**Run 1: the metal 1 layer**

Scale bar: 20 µm.
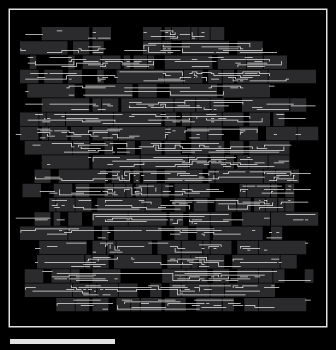
**Run 1: metal 2**

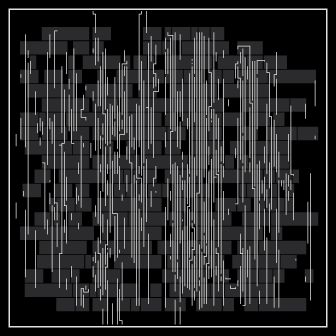
**Run 1: M3 wires**

Scale bar: 20 µm.
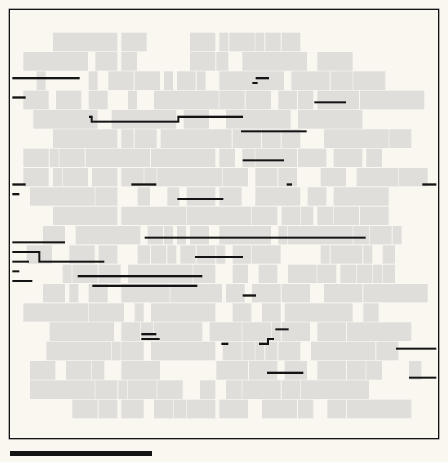
===== config.mk =====
export PLATFORM = sky130hd
export DESIGN_NAME = qam_symbol_framer
export DESIGN_NICKNAME = d
export VERILOG_FILES = /design/src/rtl/qam_pkg.sv /design/src/rtl/qam_sym_timer.sv /design/src/rtl/qam_symbol_framer.sv
export SDC_FILE = /design/constraint.sdc
export NUM_CORES = 1
export LEC_CHECK = 0
export CAP_MARGIN = 10
export CORE_UTILIZATION = 45
export CTS_BUF_LIST = sky130_fd_sc_hd__clkbuf_4 sky130_fd_sc_hd__clkbuf_8 sky130_fd_sc_hd__clkbuf_16
export DETAILED_ROUTE_END_ITERATION = 10
export GPL_TIMING_DRIVEN = 0
export PLACE_DENSITY = 0.71
export SLEW_MARGIN = 20
export SYNTH_ARGS = -nofsm -noshare
export SYNTH_HDL_FRONTEND = slang
export SYNTH_SLANG_ARGS = --single-unit

===== constraint.sdc =====
create_clock -name clk -period 1.65 [get_ports clk]
set_input_delay 0.33 -clock clk [delete_from_list [all_inputs] [get_ports clk]]
set_output_delay 0.33 -clock clk [all_outputs]
set_load 0.05 [all_outputs]

===== src/rtl/qam_pkg.sv =====
// Shared encodings for the QAM symbol framer: FSM states, symbol constants
// and the preamble pattern helper.
package qam_pkg;

  typedef enum logic [1:0] {
    IDLE     = 2'd0,
    PREAMBLE = 2'd1,
    PAYLOAD  = 2'd2,
    DONE     = 2'd3
  } state_t;

  localparam logic [1:0] SYM_IDLE  = 2'b00;
  localparam logic [1:0] PRE_SYM_A = 2'b11;
  localparam logic [1:0] PRE_SYM_B = 2'b00;

  // Four 2-bit symbols make up one payload byte.
  localparam int SYMS_PER_BYTE = 4;

  // Preamble alternates A, B, A, ... starting at index 0.
  function automatic logic [1:0] pre_sym(input logic odd);
    return odd ? PRE_SYM_B : PRE_SYM_A;
  endfunction

endpackage


===== src/rtl/qam_sym_timer.sv =====
// Symbol timer: counts SPS samples per symbol and the symbol index within
// the current preamble or payload byte. clear has priority over en.
module qam_sym_timer #(
  parameter int SPS   = 16,
  parameter int IDX_W = 2
) (
  input  logic             clk,
  input  logic             rst,
  input  logic             clear,
  input  logic             en,
  output logic             sym_strobe,
  output logic             end_of_symbol,
  output logic [IDX_W-1:0] idx
);

  // A 1-bit counter is kept even for SPS=1; it then simply stays at 0.
  localparam int CNT_W = (SPS > 1) ? $clog2(SPS) : 1;
  localparam logic [CNT_W-1:0] CNT_MAX = CNT_W'(SPS - 1);

  logic [CNT_W-1:0] cnt;

  // Sample counter wraps at SPS-1 and advances the symbol index on wrap.
  always_ff @(posedge clk or negedge rst) begin
    if (!rst) begin
      cnt <= '0;
      idx <= '0;
    end else if (clear) begin
      cnt <= '0;
      idx <= '0;
    end else if (en) begin
      if (cnt == CNT_MAX) begin
        cnt <= '0;
        idx <= idx + IDX_W'(1);
      end else begin
        cnt <= cnt + CNT_W'(1);
      end
    end
  end

  assign sym_strobe    = en & (cnt == '0);
  assign end_of_symbol = en & (cnt == CNT_MAX);

endmodule


===== src/rtl/qam_symbol_framer.sv =====
// Frames payload bytes behind a fixed preamble and serialises them into
// 2-bit symbols (MSB pair first), each held for SPS sample clocks, for the
// QAM mixer. Provides symbol strobes and frame status pulses.
//
// Handshake: a byte transfers on any rising clk edge where byte_valid and
// byte_ready are both 1. byte_ready does not depend on byte_valid; the
// upstream must hold byte_in/byte_last stable while byte_valid is 1 and
// byte_ready is 0.
module qam_symbol_framer
  import qam_pkg::*;
#(
  parameter int SPS          = 16,
  parameter int PREAMBLE_LEN = 4
) (
  input  logic       clk,
  input  logic       rst,
  input  logic [7:0] byte_in,
  input  logic       byte_valid,
  input  logic       byte_last,
  output logic       byte_ready,
  output logic [1:0] data_out,
  output logic       sym_valid,
  output logic       sym_strobe,
  output logic       busy,
  output logic       frame_done,
  output logic       underrun,
  output state_t     state_dbg
);

  localparam int IDX_MAX = (PREAMBLE_LEN > SYMS_PER_BYTE) ? PREAMBLE_LEN : SYMS_PER_BYTE;
  localparam int IDX_W   = $clog2(IDX_MAX);
  localparam logic [IDX_W-1:0] PRE_LAST = IDX_W'(PREAMBLE_LEN - 1);
  localparam logic [IDX_W-1:0] PAY_LAST = IDX_W'(SYMS_PER_BYTE - 1);

  state_t           state;
  logic [7:0]       hold;
  logic             hold_full;
  logic             last_seen;
  logic [5:0]       shift;     // remaining symbols of the byte on air
  logic             active;
  logic             accept;
  logic             eos;
  logic             pre_end;
  logic             byte_end;
  logic             clear;
  logic [IDX_W-1:0] idx;

  assign active     = (state == PREAMBLE) || (state == PAYLOAD);
  assign byte_ready = (state == IDLE) | (active & ~hold_full & ~last_seen);
  assign accept     = byte_valid & byte_ready;
  assign pre_end    = eos & (state == PREAMBLE) & (idx == PRE_LAST);
  assign byte_end   = eos & (state == PAYLOAD) & (idx == PAY_LAST);
  // Restart symbol indexing outside a frame and at each section/byte boundary.
  assign clear      = ~active | pre_end | byte_end;
  assign busy       = (state != IDLE);
  assign state_dbg  = state;

  qam_sym_timer #(
    .SPS   (SPS),
    .IDX_W (IDX_W)
  ) u_timer (
    .clk           (clk),
    .rst           (rst),
    .clear         (clear),
    .en            (active),
    .sym_strobe    (sym_strobe),
    .end_of_symbol (eos),
    .idx           (idx)
  );

  // Frame FSM with registered symbol/status outputs, hold and shift registers.
  always_ff @(posedge clk or negedge rst) begin
    if (!rst) begin
      state      <= IDLE;
      hold       <= '0;
      hold_full  <= 1'b0;
      last_seen  <= 1'b0;
      shift      <= '0;
      data_out   <= SYM_IDLE;
      sym_valid  <= 1'b0;
      frame_done <= 1'b0;
      underrun   <= 1'b0;
    end else begin
      frame_done <= 1'b0;
      underrun   <= 1'b0;

      // A load below only happens with hold_full set, when byte_ready is 0,
      // so it never collides with an accept in the same cycle.
      if (accept) begin
        hold      <= byte_in;
        hold_full <= 1'b1;
        if (byte_last) last_seen <= 1'b1;
      end

      case (state)
        IDLE: begin
          if (accept) begin
            state     <= PREAMBLE;
            data_out  <= PRE_SYM_A;
            sym_valid <= 1'b1;
          end
        end
        PREAMBLE: begin
          if (pre_end) begin
            state     <= PAYLOAD;
            data_out  <= hold[7:6];
            shift     <= hold[5:0];
            hold_full <= 1'b0;
          end else if (eos) begin
            data_out <= pre_sym(~idx[0]);
          end
        end
        PAYLOAD: begin
          if (byte_end) begin
            if (hold_full) begin
              data_out  <= hold[7:6];
              shift     <= hold[5:0];
              hold_full <= 1'b0;
            end else if (last_seen) begin
              state      <= DONE;
              data_out   <= SYM_IDLE;
              sym_valid  <= 1'b0;
              frame_done <= 1'b1;
              last_seen  <= 1'b0;
            end else begin
              // No byte ready at a byte boundary: abandon the frame.
              state     <= IDLE;
              data_out  <= SYM_IDLE;
              sym_valid <= 1'b0;
              underrun  <= 1'b1;
              hold      <= '0;
              hold_full <= 1'b0;
              last_seen <= 1'b0;
            end
          end else if (eos) begin
            data_out <= shift[5:4];
            shift    <= {shift[3:0], 2'b00};
          end
        end
        DONE: begin
          state <= IDLE;
        end
        default: begin
          state <= IDLE;
        end
      endcase
    end
  end

endmodule


==> run summary, run 1 <==
Top sig layer -> met4
Inverters -> 9
Slew @ Worst Pin -> 0.645 ns
Status -> complete, but fails checks
Final setup vio count -> 27
Max Clock Skew -> 0.0250 ns
RSZ-0062 raised after global routing -> true
Final Hold Vio Count -> 6
Metal2 WL -> 2460 µm
Clock network fraction of design power -> 10.4%
RR Startpoint -> state_dbg[0]
Post-cts resize count -> 58
Worst setup margin -> -0.323 ns
Comb/total area -> 40.5%
Rel. slew slack -> 57.0%
Hold slack -> -0.0105 ns
XORs/XNORs by Area -> 0.573%
Failing checks -> negative hold slack, negative setup slack
Slowest stage delay, CP -> 0.44 ns
Cell area after synthesis -> 1530 µm²
Yosys Chip Area -> 1530 µm²
Back to the opening pictures, 'the metal 1 layer':
share of all routed wire: 40%
nets with wire on the layer: 198
wire length on this layer: 1900 µm
longest straight run: 25.8 µm
main direction: horizontal

Back to the opening pictures, 'metal 2':
wire length on this layer: 2460 µm
longest straight run: 41.1 µm
share of all routed wire: 52%
main direction: vertical
nets with wire on the layer: 201

Back to the opening pictures, 'M3 wires':
wire length on this layer: 187 µm
longest straight run: 30.8 µm
main direction: horizontal
nets with wire on the layer: 24

**Run 1: placement view**

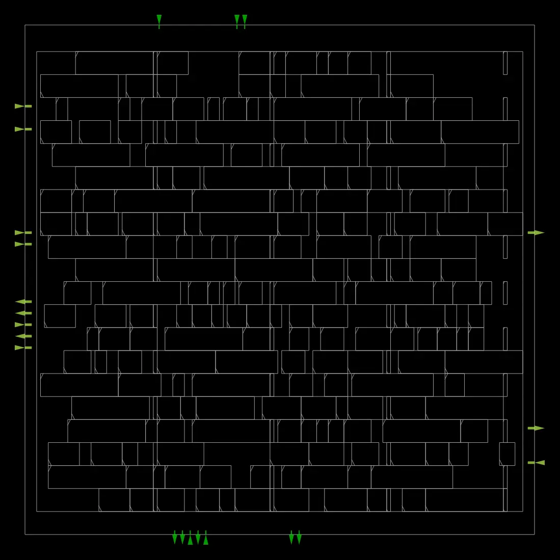

==> run 1 -> run 2 <==
--- a/config.mk
+++ b/config.mk
@@ -11,7 +11,7 @@
 export DETAILED_ROUTE_END_ITERATION = 10
 export GPL_TIMING_DRIVEN = 0
 export PLACE_DENSITY = 0.71
-export SLEW_MARGIN = 20
+export REMOVE_ABC_BUFFERS = 1
 export SYNTH_ARGS = -nofsm -noshare
 export SYNTH_HDL_FRONTEND = slang
 export SYNTH_SLANG_ARGS = --single-unit
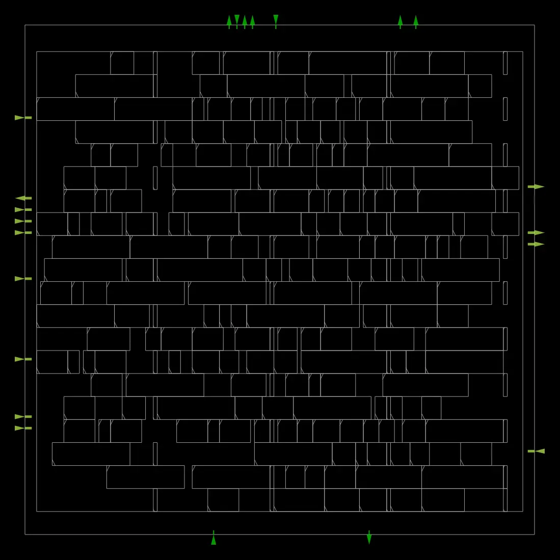
**Above:** run 2 (placement view).
registers: 29
Seq area share: 31.1%

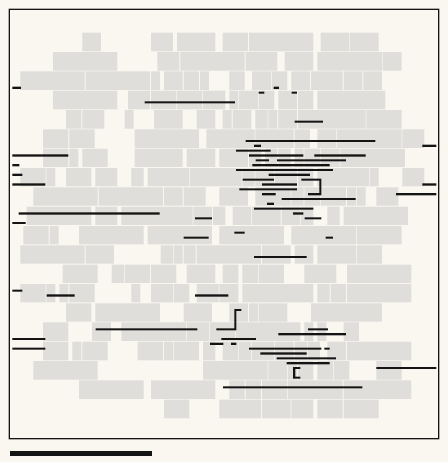
**Above:** run 2 (M3 wires).
Scale bar: 20 µm.
nets with wire on the layer: 41
longest straight run: 19.5 µm
share of all routed wire: 6.7%
main direction: horizontal

==> run 2 against run 1 <==
Effect of this change:
- the run ends with negative setup slack left
- global-route usage up 2.2 points
- register-to-register slack better by 0.07 ns
- die size unchanged
- highest routed layer unchanged
==> run summary, run 2 <==
Yosys Chip Area -> 1530 µm²
Synth mux share -> 9.17%
Complex Gates by Area -> 15.6%
Inverters -> 9
Fin area -> 2340 µm²
Number of OpenROAD warnings -> 32
CTS Buffer Depth -> 2
RSZ-0062 raised after global routing -> true
Hold slack -> 0.368 ns
Comb/total area -> 40.3%
R2R Setup Slk -> -0.24 ns
Clock buf/inv share -> 2.51%
Failing checks -> negative setup slack
Final core utilization -> 74.9%
Final Hold Vio Count -> 0
Max Clock Skew -> 0.00603 ns
Status -> complete, but fails checks
Clock network fraction of design power -> 10.2%
Most instantiated logic cells after routing -> dfrtp_1 (26), buf_4 (17), mux2i_1 (13)
MI comb cells -> 105
Yosys top cell by area -> dfrtp_1
Crit-path max FO -> 3
Cell area after synthesis -> 1530 µm²
# diodes -> 0
Final setup vio count -> 23
Slew @ Worst Pin -> 0.590 ns
Largest class -> logic gates
Fmax -> 512 MHz
Top non-seq family -> simple AND/OR/NAND/NOR gates
RR Startpoint -> state_dbg[1]
Reg2Reg Depth -> 8
Clk Latency, worst-skew pair -> 0.33 ns
Rel. slew slack -> 60.5%
Worst setup margin -> -0.302 ns
XORs/XNORs by Area -> 0.573%
TritonCTS clock tree -> done
Slowest stage delay, CP -> 0.43 ns
FFs w/ async S/R, synth -> 100%
Setup CP Type -> reg -> out
Metal2 WL -> 2260 µm
Nets -> 221
Clk sink count -> 29
Post-cts resize count -> 62
Total Neg Setup Slack -> -3.25 ns
CTS buffer count -> 5
Top sig layer -> met4
Top Usage Layer GRT -> met2
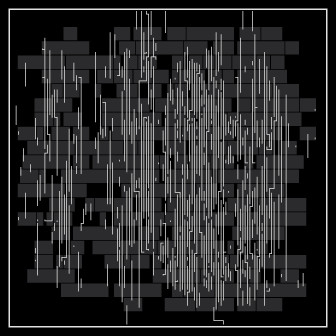
**Above:** run 2 (metal 2).
share of all routed wire: 48%
wire length on this layer: 2260 µm
main direction: vertical
vias post-DR: 1416
total routed wirelength: 4750 µm
met2 GRT Util: 44.0%

==> run 2 -> run 3 <==
--- a/config.mk
+++ b/config.mk
@@ -8,6 +8,7 @@
 export CAP_MARGIN = 10
 export CORE_UTILIZATION = 45
 export CTS_BUF_LIST = sky130_fd_sc_hd__clkbuf_4 sky130_fd_sc_hd__clkbuf_8 sky130_fd_sc_hd__clkbuf_16
+export CTS_CLUSTER_DIAMETER = 150
 export DETAILED_ROUTE_END_ITERATION = 10
 export GPL_TIMING_DRIVEN = 0
 export PLACE_DENSITY = 0.71
@@ -15,3 +16,4 @@
 export SYNTH_ARGS = -nofsm -noshare
 export SYNTH_HDL_FRONTEND = slang
 export SYNTH_SLANG_ARGS = --single-unit
+export TNS_END_PERCENT = 50
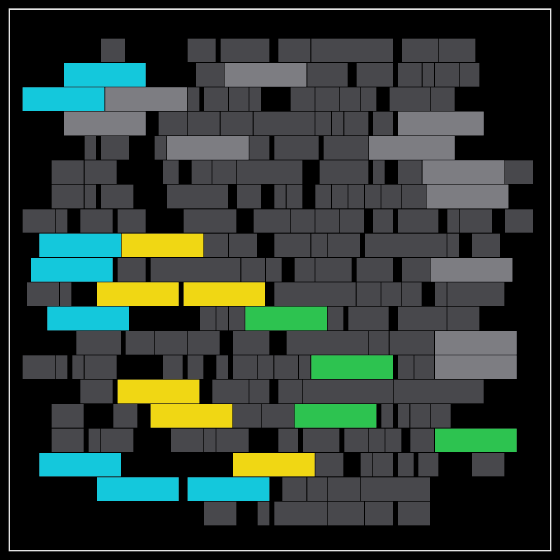
**Above:** run 3 (where the registers sit).
Other sequential cells in the stronger gray, the rest of the logic in the fainter gray.
legend:
  `u_timer.cnt`:
    color: green
    sequential_cells: 4
  `hold`:
    color: cyan
    sequential_cells: 8
  `shift`:
    color: yellow
    sequential_cells: 6
final core utilization: 73.2%
sequential power: 1.13 mW
Storage cell area: 728 µm²
Seq area share: 31.8%

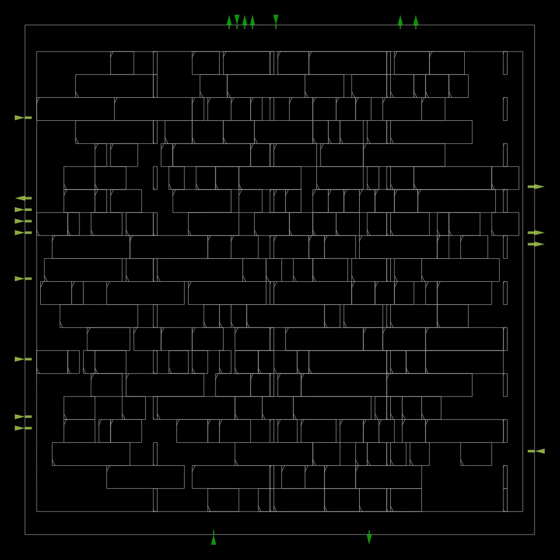
**Above:** run 3 (placement view).
fin cells: 242
core area: 3130 µm²
row cnt: 20

==> run 3 against run 2 <==
Effect of this change:
- the run still ends with negative setup slack left
- area after synthesis stayed put
- total power is 0.13% lower
- clock-buffer cell count stayed put
- sequential share of layout area is 0.69 points higher
- sequential power hardly changed
- worst setup slack better by 0.0047 ns
- sequential cell count stayed put
- critical path type unchanged
- largest cell class unchanged
- highest routed layer unchanged
==> run summary, run 3 <==
Inverters -> 9
RSZ-0062 raised after global routing -> true
Reg2Reg Depth -> 8
Final Hold Vio Count -> 0
Wl on met1 -> 1890 µm
# diodes -> 0
Crit-path max FO -> 3
Total Neg Setup Slack -> -2.91 ns
CTS buffer count -> 5
Status -> complete, but fails checks
Fmax -> 514 MHz
Rel. slew slack -> 61.0%
Registers -> 29
Hold slack -> 0.364 ns
Top sig layer -> met4
Cell area after synthesis -> 1530 µm²
Yosys Chip Area -> 1530 µm²
CTS Buffer Depth -> 2
Clk Latency, worst-skew pair -> 0.33 ns
FFs w/ async S/R, synth -> 100%
XORs/XNORs by Area -> 0.573%
Synth mux share -> 9.17%
Failing checks -> negative setup slack
Fin area -> 2290 µm²
Largest class -> logic gates
Metal2 WL -> 2180 µm
Number of OpenROAD warnings -> 32
Setup CP Type -> reg -> out
R2R Setup Slk -> -0.22 ns
Slowest stage delay, CP -> 0.43 ns
Clk sink count -> 29
Total routed wirelength -> 4650 µm
Vias post-DR -> 1386
Clock buf/inv share -> 2.57%
Top non-seq family -> simple AND/OR/NAND/NOR gates
Clock network fraction of design power -> 10.1%
TritonCTS clock tree -> done
MI comb cells -> 105
Worst setup margin -> -0.297 ns
Nets -> 218
Complex Gates by Area -> 15.6%
Final setup vio count -> 23
Met2 GRT Util -> 44.0%
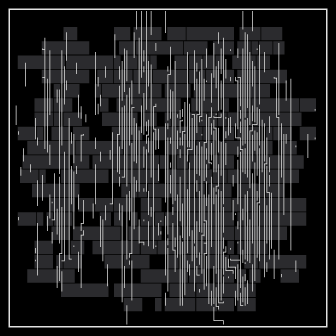
**Above:** run 3 (metal 2).
main direction: vertical
share of all routed wire: 47%
wire length on this layer: 2180 µm
longest straight run: 32.6 µm

No activity file was given, so power comes from the tool's default toggle rates.
